==> config.mk <==
export PLATFORM = sky130hd
export DESIGN_NAME = signed_div_sequencer
export DESIGN_NICKNAME = d
export VERILOG_FILES = /design/src/rtl/signed_div_pkg.sv /design/src/rtl/signed_div_sequencer_negate.sv /design/src/rtl/signed_div_sequencer.sv
export SDC_FILE = /design/constraint.sdc
export NUM_CORES = 2
export LEC_CHECK = 0
export CELL_PAD_IN_SITES_DETAIL_PLACEMENT = 2
export CELL_PAD_IN_SITES_GLOBAL_PLACEMENT = 2
export CORE_AREA = 2 2 406 408
export CTS_BUF_LIST = sky130_fd_sc_hd__clkbuf_16
export CTS_CLUSTER_DIAMETER = 30
export CTS_CLUSTER_SIZE = 16
export DETAILED_ROUTE_END_ITERATION = 7
export DIE_AREA = 0 0 408 410
export PLACE_DENSITY_LB_ADDON = 0.05
export SETUP_SLACK_MARGIN = 0.3
export SLEW_MARGIN = 30
export SYNTH_ARGS = -nofsm -noshare
export SYNTH_HDL_FRONTEND = slang
export SYNTH_SLANG_ARGS = --single-unit
==> constraint.sdc <==
create_clock -name clk -period 9.95 [get_ports clk]
set_input_delay 1.99 -clock clk [delete_from_list [all_inputs] [get_ports clk]]
set_output_delay 1.99 -clock clk [all_outputs]
set_load 0.02 [all_outputs]
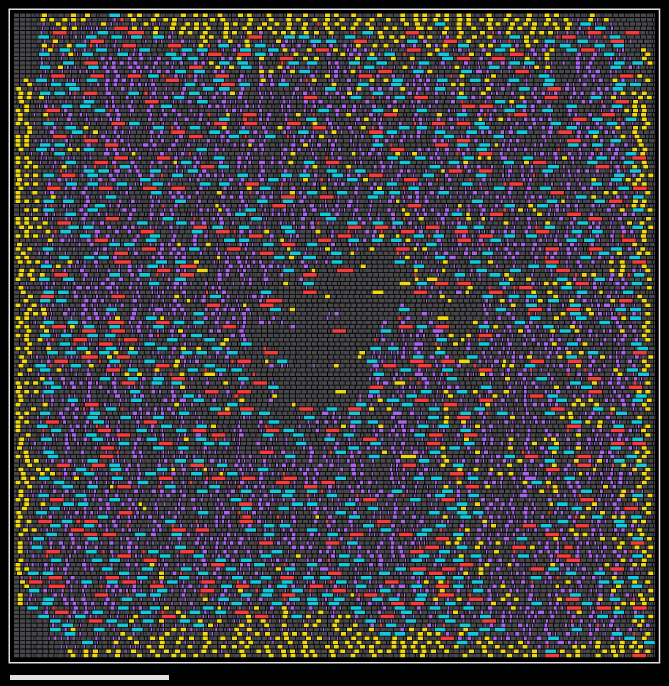
cell_classes.png
Scale bar: 100 µm. Fill, decap, tap and diode cells in grey.
Red is clock drivers and dummy loads, cells 502, share of their area 15%. Cyan is flops, cells 786, share of their area 27%. Yellow is other buffers and delay cells, cells 1109, share of their area 19%. Purple is all other logic, cells 4030, share of their area 40%.
Core Rows: 149
core area: 0.1635 mm²
final instance area: 0.06172 mm²
Seq area share: 25.51%
final core occ: 37.75%

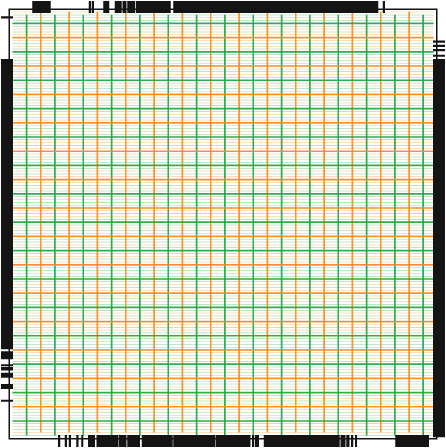
pdn.png
Pins as bars on the die edge.
Orange is VDD. Green is VSS.
1036 signal pins sit on the boundary. 150 met1 rails follow the rows.
die height: 410 µm
Max VDD drop: 0.0001824 V
die width: 408 µm

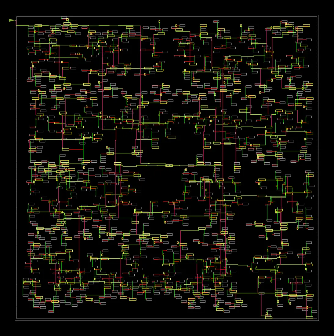
final_clocks.png
CTS buffer count: 298
clk pwr: 8.01 mW
Late-Pin Clk Latency: 0.91 ns

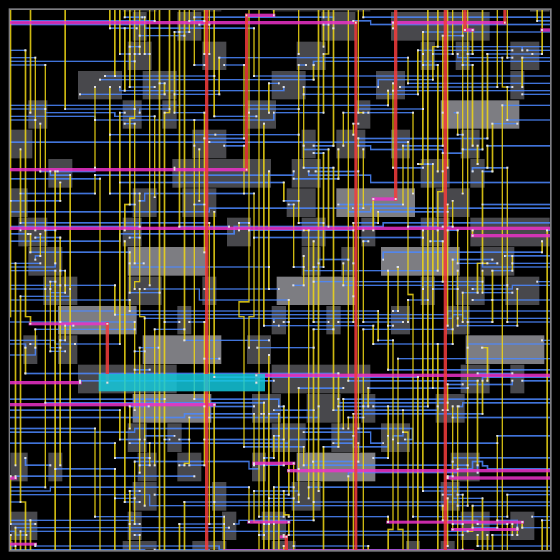
zoom.png
Window x 77 to 127, y 282 to 332 µm. Cells in grey, sequential cells in the stronger grey; small squares are vias.
Red is met4. Magenta is met3. Yellow is met2. Cyan is met5. Blue is met1.
Sequential cells in the window: 10. 100 logic cells have their middle in the window. Most frequent: nand2_1 (14), xnor2_1 (10), dfxtp_1 (10).

==> flow_summary_export.csv <==
group,metric,value,unit
route,vias_per_cell,5.302,
synth,netlist_instances,5228,
sta,max_slew_margin,31.61,%
sta,timing.final.crit_share,61.93,%
grt,antenna_found_initial,36,
route,drt-met1-wl,103900,µm
run,openroad.warnings,45,
synth,topCombFamilyByArea,"simple AND/OR/NAND/NOR gates",
synth,top_area_cell,"dfxtp_1",
route,wl,247800,µm
synth,yosys-stat-cells,5228,
place,hpwl,183900,µm
worst_setup_path,worstPathRequired,10.71,ns
floorplanning,io_pins,1036,
clocking,htree_num_levels,5,
route,vias,45750,
sta,max_freq,0.1623,GHz
power,cellPowerDensity,279.9,mW/mm²
route,wire_per_inst,28.71,µm
floorplanning,chipArea,0.1673,mm²
synth,synth-edff-count,0,
sta,hold_ws,0.4517,ns
synth,netlist_area,0.04063,mm²
synth,top_cell_area_share,38.73,%
floorplanning,fp_util,24.85,%
synth,ys_seq_share,38.73,%
synth,synth_warnings,0,
grt,grt_max_degree,171,
sta,tightest_slew,1.026,ns
final_layout,layout.nets,6749,
route,highest_layer,"met5",
power,seqPwrFrac,23.3,%
run_status,status,"completed",
grt,grt_usage,28.53,%
clocking,cts_resized,0,
synth,topCellsByArea,"dfxtp_1 39%, xnor2_1 7.9%, a211oi_1 7.4%, nand2_1 7.0%, nor2_1 6.0%",
clocking,post_cts_buffers,0,
grt,first_global_vias,48490,
route,drc,0,
worst_setup_path,endpoint_kind,"flip-flop",
synth,simple_gate_area_share,23.72,%
sta,fin_crit,6.162,ns
power,comb_power_share,30.4,%
final_layout,fillerInstances,18310,
synth,async_reset_ff_share,0,%
synth,syn-num-nets,5752,
clocking,cts_hold_buf,0,
power,p_switching,6.355,mW
synth,synth.avg_cell_area,7.771,µm²
route,wl_met3,14450,µm
route,drt-initial-drc-count,2522,
grt,grt_pass1_wl,352700,µm
worst_setup_path,crit_path_max_fanout,122,
place,gp_congestion,0.8558,
route,drt.antenna.violating_nets,0,
power,swShare,36.79,%
sta,rsz0062_at_grt,"false",
synth,ys_ff,786,
hold_path,worstHoldPathCells,2,
synth,synthMuxAreaShare,0.2033,%
power,leakage,21.28,nW
sta,fin_tns_setup,0,ns
synth,xor_area_share,10.46,%
synth,top_cells_by_count,"786 x dfxtp_1, 756 x nand2_1, 649 x nor2_1",
clocking,clkTransAtPathRegs,0.04,ns
power,p_int,10.92,mW
worst_setup_path,timing.reg2reg.setup_slack,5.60,ns
hold_path,hold_path_class,"reg2reg",
synth,synth_cell_types,68,
route,wl_met2,117300,µm
worst_setup_path,worstPathArrival,6.92,ns
final_layout,drive_above_1_share,7.998,%
clocking,clock_path_buffers,4,
worst_setup_path,start_kind,"input pin",
sta,setup_viol,0,
synth,yosys_area,0.04063,mm²
place,port-buffer-count,1035,
clocking,clkSinkCount,786,
worst_setup_path,ff2ff_path_depth,9,
grt,grt_overflow,0,
clocking,root_buffer,"clkbuf_16",
run,drv_cap,0,
power,pwr-share-clk,46.4,%
synth,adder_share,0.1848,%
sta,hold_viol_final,0,
sta,finalMaxSlewViolations,0,
synth,most_common_cell,"dfxtp_1",
synth,ff_type,"dfxtp_1",
clocking,cts_tree,"built",
route,first_pass_iters,6,
synth,post_synth_ao_oa_area_fraction,22.56,%
worst_setup_path,critical_path_class,"in2reg",
sta,clock-skew-final,0.05066,ns
final_layout,syn2layout_area_growth,51.92,%
## worst max-delay path, stage by stage
cell             delay (ns)
clkdlybuf4s50_1        0.55
nor4_1                 0.71
nand3_1                0.39
nor2_1                 0.66
and4_1                 0.52
a32o_1                 0.37
a21o_4                 0.59
buf_12                 0.43
o21ai_0                0.19
o221a_2                0.28
## cells by family after synthesis
family,Yosys count
xor+xnor,485
mux,8
flops,786
fa+ha+maj,6
compound gates,1384
simple gates,2118
buf+inv,441
## layout by cell type, fill, tap and decap left out, types with 102 or more instances in the layout
cell type	instances
a211oi_1	401
a21oi_1	427
clkbuf_16	302
clkdlybuf4s50_1	1034
dfxtp_1	784
nand2_1	750
nor2_1	646
nor3_1	187
nor4_1	102
o21ai_0	138
o31ai_1	106
xnor2_1	365
xor2_1	120
## metrics by stage
| stage | std cells | setup WS [ns] | total power, mW | area [µm²] |
|---|---|---|---|---|
| 3_3_place_gp | 8113 | 2.982 | 9.191 | 52920 |
| 5_1_grt | 8625 | 3.595 | 18.01 | 61710 |
| 4_1_cts | 8616 | 3.968 | 17.42 | 61650 |
| 2_1_floorplan | 5228 | 4.932 | 6.658 | 40630 |
| 3_5_place_dp | 8114 | 3.058 | 9.277 | 52980 |
| 6_report | 8630 | 3.788 | 17.28 | 61720 |
## cell type report
class / instances / area, µm² / share of cell area, %
Multi-Input combinational cell: 4001 / 23370 / 37.86
Sequential cell: 786 / 15740 / 25.51
Timing Repair Buffer: 1109 / 11060 / 17.92
Clock buffer: 302 / 7557 / 12.24
Tap cell: 2189 / 2739 / 4.437
Clock inverter: 200 / 1114 / 1.804
Inverter: 29 / 108.9 / 0.1764
Antenna cell: 14 / 35.03 / 0.05676
## routing by layer
layer | GRT usage (%) | vias up
li1 | - | 20930
met1 | 34.35 | 22940
met2 | 47.55 | 1414
met3 | 6.889 | 448
met4 | 13.69 | 22
met5 | 0 | -
## power by group through the flow
stage	clock network (mW)	logic, mW	registers, mW
final	8.01	5.25	4.02
after global routing	8.36	5.59	4.06
after CTS	8.14	5.26	4.02
after detailed placement	0	5.22	4.06
after global placement	0	5.14	4.05
after floorplan	0	2.41	4.25
No activity file was given, so power comes from the tool's default toggle rates.
